### config.mk
export PLATFORM = sky130hd
export DESIGN_NAME = imm_gen_pipe
export DESIGN_NICKNAME = d
export VERILOG_FILES = /design/src/rtl/imm_gen_pipe.sv
export SDC_FILE = /design/constraint.sdc
export NUM_CORES = 1
export LEC_CHECK = 0
export ABC_AREA = 1
export ABC_CLOCK_PERIOD_IN_PS = 2300
export CORE_MARGIN = 2
export CORE_UTILIZATION = 45
export CTS_CLUSTER_DIAMETER = 100
export DETAILED_ROUTE_END_ITERATION = 8
export HOLD_SLACK_MARGIN = 0.02
export PLACE_DENSITY = 0.82
export SYNTH_ARGS = -nofsm -noshare
export SYNTH_HDL_FRONTEND = slang
export SYNTH_SLANG_ARGS = --single-unit
### constraint.sdc
create_clock -name clk -period 2.3 [get_ports clk]
set_input_delay 0.23 -clock clk [delete_from_list [all_inputs] [get_ports clk]]
set_output_delay 0.23 -clock clk [all_outputs]
set_load 0.01 [all_outputs]
### src/rtl/imm_gen_pipe.sv
// Pipelined immediate generator: decodes the immediate for the selected format
// and queues {imm, tag, illegal} in a 2-entry skid buffer behind valid/ready.
module imm_gen_pipe #(
   parameter int XLEN   = 64,
   parameter bit RVC_EN = 1'b1,
   parameter int TAG_W  = 8
) (
   input  logic             clk,
   input  logic             reset,
   input  logic             flush,
   input  logic             in_valid,
   output logic             in_ready,
   input  logic [31:0]      in_instr,
   input  logic [3:0]       in_sel,
   input  logic [TAG_W-1:0] in_tag,
   output logic             out_valid,
   input  logic             out_ready,
   output logic [XLEN-1:0]  out_imm,
   output logic [TAG_W-1:0] out_tag,
   output logic             out_illegal
);

   localparam int ENT_W = XLEN + TAG_W + 1;

   typedef enum logic [3:0] {
      SEL_I     = 4'd0,
      SEL_S     = 4'd1,
      SEL_B     = 4'd2,
      SEL_U     = 4'd3,
      SEL_J     = 4'd4,
      SEL_SHAMT = 4'd5,
      SEL_ZIMM  = 4'd6,
      SEL_C_I   = 4'd8,
      SEL_C_J   = 4'd9,
      SEL_C_B   = 4'd10,
      SEL_C_LW  = 4'd11
   } sel_e;

   logic [31:0]     raw_c;
   logic            sext_c;
   logic            illegal_c;
   logic [XLEN-1:0] imm_c;
   logic [31:0]     i;

   assign i = in_instr;

   // raw_c is built already sign-extended to 32 bits; sext_c widens it to XLEN
   always_comb begin
      raw_c     = '0;
      sext_c    = 1'b0;
      illegal_c = 1'b0;
      case (sel_e'(in_sel))
         SEL_I:  begin raw_c = {{20{i[31]}}, i[31:20]};                            sext_c = 1'b1; end
         SEL_S:  begin raw_c = {{20{i[31]}}, i[31:25], i[11:7]};                   sext_c = 1'b1; end
         SEL_B:  begin raw_c = {{19{i[31]}}, i[31], i[7], i[30:25], i[11:8], 1'b0}; sext_c = 1'b1; end
         SEL_U:  begin raw_c = {i[31:12], 12'b0};                                  sext_c = 1'b1; end
         SEL_J:  begin raw_c = {{11{i[31]}}, i[31], i[19:12], i[20], i[30:21], 1'b0}; sext_c = 1'b1; end
         SEL_SHAMT: begin
            if (XLEN == 64) begin
               raw_c = {26'b0, i[25:20]};
            end else begin
               raw_c     = {27'b0, i[24:20]};
               illegal_c = i[25];
            end
         end
         SEL_ZIMM: raw_c = {27'b0, i[19:15]};
         SEL_C_I, SEL_C_J, SEL_C_B, SEL_C_LW: begin
            if (RVC_EN) begin
               case (sel_e'(in_sel))
                  SEL_C_I: begin raw_c = {{26{i[12]}}, i[12], i[6:2]}; sext_c = 1'b1; end
                  SEL_C_J: begin
                     raw_c  = {{20{i[12]}}, i[12], i[8], i[10:9], i[6], i[7], i[2], i[11], i[5:3], 1'b0};
                     sext_c = 1'b1;
                  end
                  SEL_C_B: begin
                     raw_c  = {{23{i[12]}}, i[12], i[6:5], i[2], i[11:10], i[4:3], 1'b0};
                     sext_c = 1'b1;
                  end
                  default: raw_c = {25'b0, i[5], i[12:10], i[6], 2'b0};
               endcase
            end else begin
               illegal_c = 1'b1;
            end
         end
         default: illegal_c = 1'b1;
      endcase
      if (sext_c) imm_c = XLEN'($signed(raw_c));
      else        imm_c = XLEN'(raw_c);
   end

   logic [ENT_W-1:0] mem_q [2];
   logic             rd_ptr_q, rd_ptr_d;
   logic             wr_ptr_q, wr_ptr_d;
   logic [1:0]       count_q, count_d;
   logic             push, pop;

   assign in_ready  = !reset && !flush && (count_q != 2'd2);
   assign out_valid = (count_q != 2'd0);
   assign push      = in_valid && in_ready;
   assign pop       = out_valid && out_ready;

   always_comb begin
      rd_ptr_d = rd_ptr_q;
      wr_ptr_d = wr_ptr_q;
      count_d  = count_q;
      if (push) wr_ptr_d = ~wr_ptr_q;
      if (pop)  rd_ptr_d = ~rd_ptr_q;
      if (push && !pop)      count_d = count_q + 2'd1;
      else if (pop && !push) count_d = count_q - 2'd1;
   end

   generate
      for (genvar gi = 0; gi < 2; gi++) begin : g_entry
         always_ff @(posedge clk) begin
            if (reset)
               mem_q[gi] <= '0;
            else if (push && (wr_ptr_q == 1'(gi)))
               mem_q[gi] <= {imm_c, in_tag, illegal_c};
         end
      end
   endgenerate

   // flush re-aligns the read pointer so the next push lands at the head
   always_ff @(posedge clk) begin
      if (reset) begin
         rd_ptr_q <= 1'b0;
         wr_ptr_q <= 1'b0;
         count_q  <= 2'd0;
      end else if (flush) begin
         rd_ptr_q <= wr_ptr_q;
         count_q  <= 2'd0;
      end else begin
         rd_ptr_q <= rd_ptr_d;
         wr_ptr_q <= wr_ptr_d;
         count_q  <= count_d;
      end
   end

   assign {out_imm, out_tag, out_illegal} = mem_q[rd_ptr_q];

endmodule

placement_by_type.png
Bar = 20 um. Fill, decap, tap and diode cells in gray.
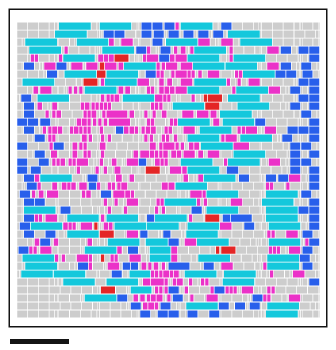
| color | class | cells | share of their area |
|---|---|---|---|
| blue | remaining buffers and delay cells | 133 | 22% |
| magenta | combinational and other logic | 329 | 31% |
| cyan | sequential cells | 89 | 44% |
| red | clock drivers and dummy loads | 15 | 2.6% |
placeable core region: 0.01037 mm^2
flop share of the area: 42.81%
post-layout utilization of the core: 59.10%
post-route cell area: 0.006128 mm^2
Core Rows: 37

layer_met2.png
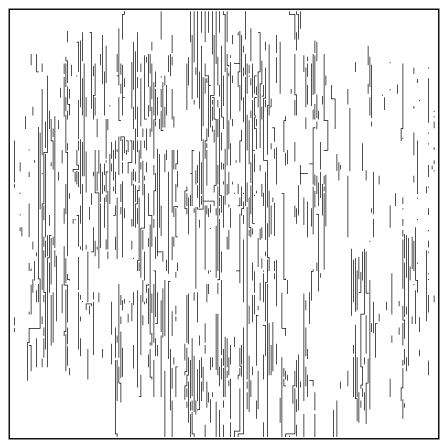
nets with wire on the layer: 531
longest straight run: 43.2 um
wire length on this layer: 5410 um
detailed-route via count: 3594
met2 layer usage reported by global route: 32.43%

clocks.png
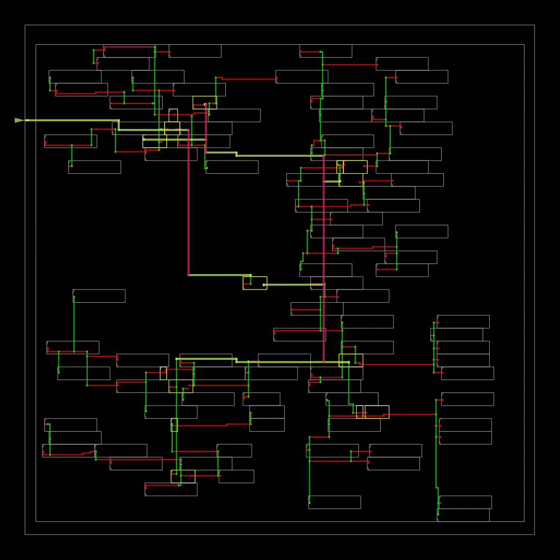
count of clock tree sinks: 89
Clock group: 910 uW
count of flip-flops and latches: 89

==> notes.md <==
The synthesis and place-and-route flow finished, so here is a summary.

The top logic cell by instance count in the layout is clkdlybuf4s50_1. The routed length per placed instance is 15.83 um. The static leakage is 2.360 nW. The clock reaches the later pin of the worst-skew pair after about 0.36 ns. Warnings reported by Yosys during synthesis add up to 0. TritonCTS created 9 clock buffers. The commonest register cell is edfxtp_1. The pre-placement core utilization is around 46%.

Looking at the reg2reg group, the worst path starts from count_q[0]. The yosys stat cell total is 469. The biggest area contributor in the post-synthesis netlist is edfxtp_1.

The wire length reported by the detailed router came out at 11.11 mm. The sequential cell area is 0.002624 mm^2. The maximum buffer depth of the clock tree is 2. The met1 layer usage reported by global route came out at 26.03%. Static timing analysis puts the maximum clock frequency at 0.4596 GHz. The layout report lists the multi-input gate area as 0.001755 mm^2. For this design, the slowest cell found on the critical path is clkdlybuf4s50_1. The clock tree from TritonCTS is yes. The flow ran to the end, and the final reports show no timing, DRC or antenna violations. The initial antenna violation count came out at 0. The largest non-sequential cell family by area is simple AND/OR/NAND/NOR gates. The dominant cell by count in the synthesized netlist is edfxtp_1. The maximum VDD drop came out at between 0.0003 and 0.0004 V. The width of the die came out at 107.5 um.

The number of max-slew violations in the final report is 0. Per the timing report, the most critical flop-to-flop path finishes at mem_q[0][27]. Hold is met by 0.4965 ns.

The number of warnings in the stage logs came out at 28. Per the final report, the share of cell area in clock cells is 2.491%. The net count after synthesis came out at a little over 500.

The total global-route track usage is 20.04%. The number of distinct library cells after synthesis is 30. The final worst clock skew came out at roughly 0.0058 ns.

The largest register by flop count is mem_q. The wire length on met3 is 814 um. The pre-CTS setup slack came out at about 0.14 ns. The worst setup path is launched from a flop. Per the final report, the share of cell area in non-clock buffers is 21.70%. Per STA, the endpoint of the critical path is out_imm[4]. The highest-utilization routing layer at the global route stage is met2. The signal on the critical path passes through buf_4, mux2_2, clkdlybuf4s50_1.

Per the run report, area growth between synthesis and finish was 27.15%. The number of hold violations in the final report came out at 0.
-- how the worst min path moves through the flow --
stage / slack (ns) / cells after the start / from / endpoint
after floorplan: 0.41 / 2 / flush / flop
after global placement: 0.47 / 2 / wr_ptr_q / wr_ptr_q
after detailed placement: 0.48 / 2 / wr_ptr_q / wr_ptr_q
after CTS: 0.50 / 2 / wr_ptr_q / wr_ptr_q
after global routing: 0.52 / 2 / wr_ptr_q / wr_ptr_q
final: 0.50 / 2 / wr_ptr_q / wr_ptr_q
-- where the power goes --
group / internal (mW) / switching (mW)
Sequential: 1.85 / 0.0227
Combinational: 0.386 / 0.363
Clock: 0.381 / 0.530
Total: 2.62 / 0.915
-- what timing repair did --
action                     CTS  global route
setup endpoints to repair    0            36
hold endpoints to repair     0             0
resized                      0             2
Power and IR drop assume default switching activity.
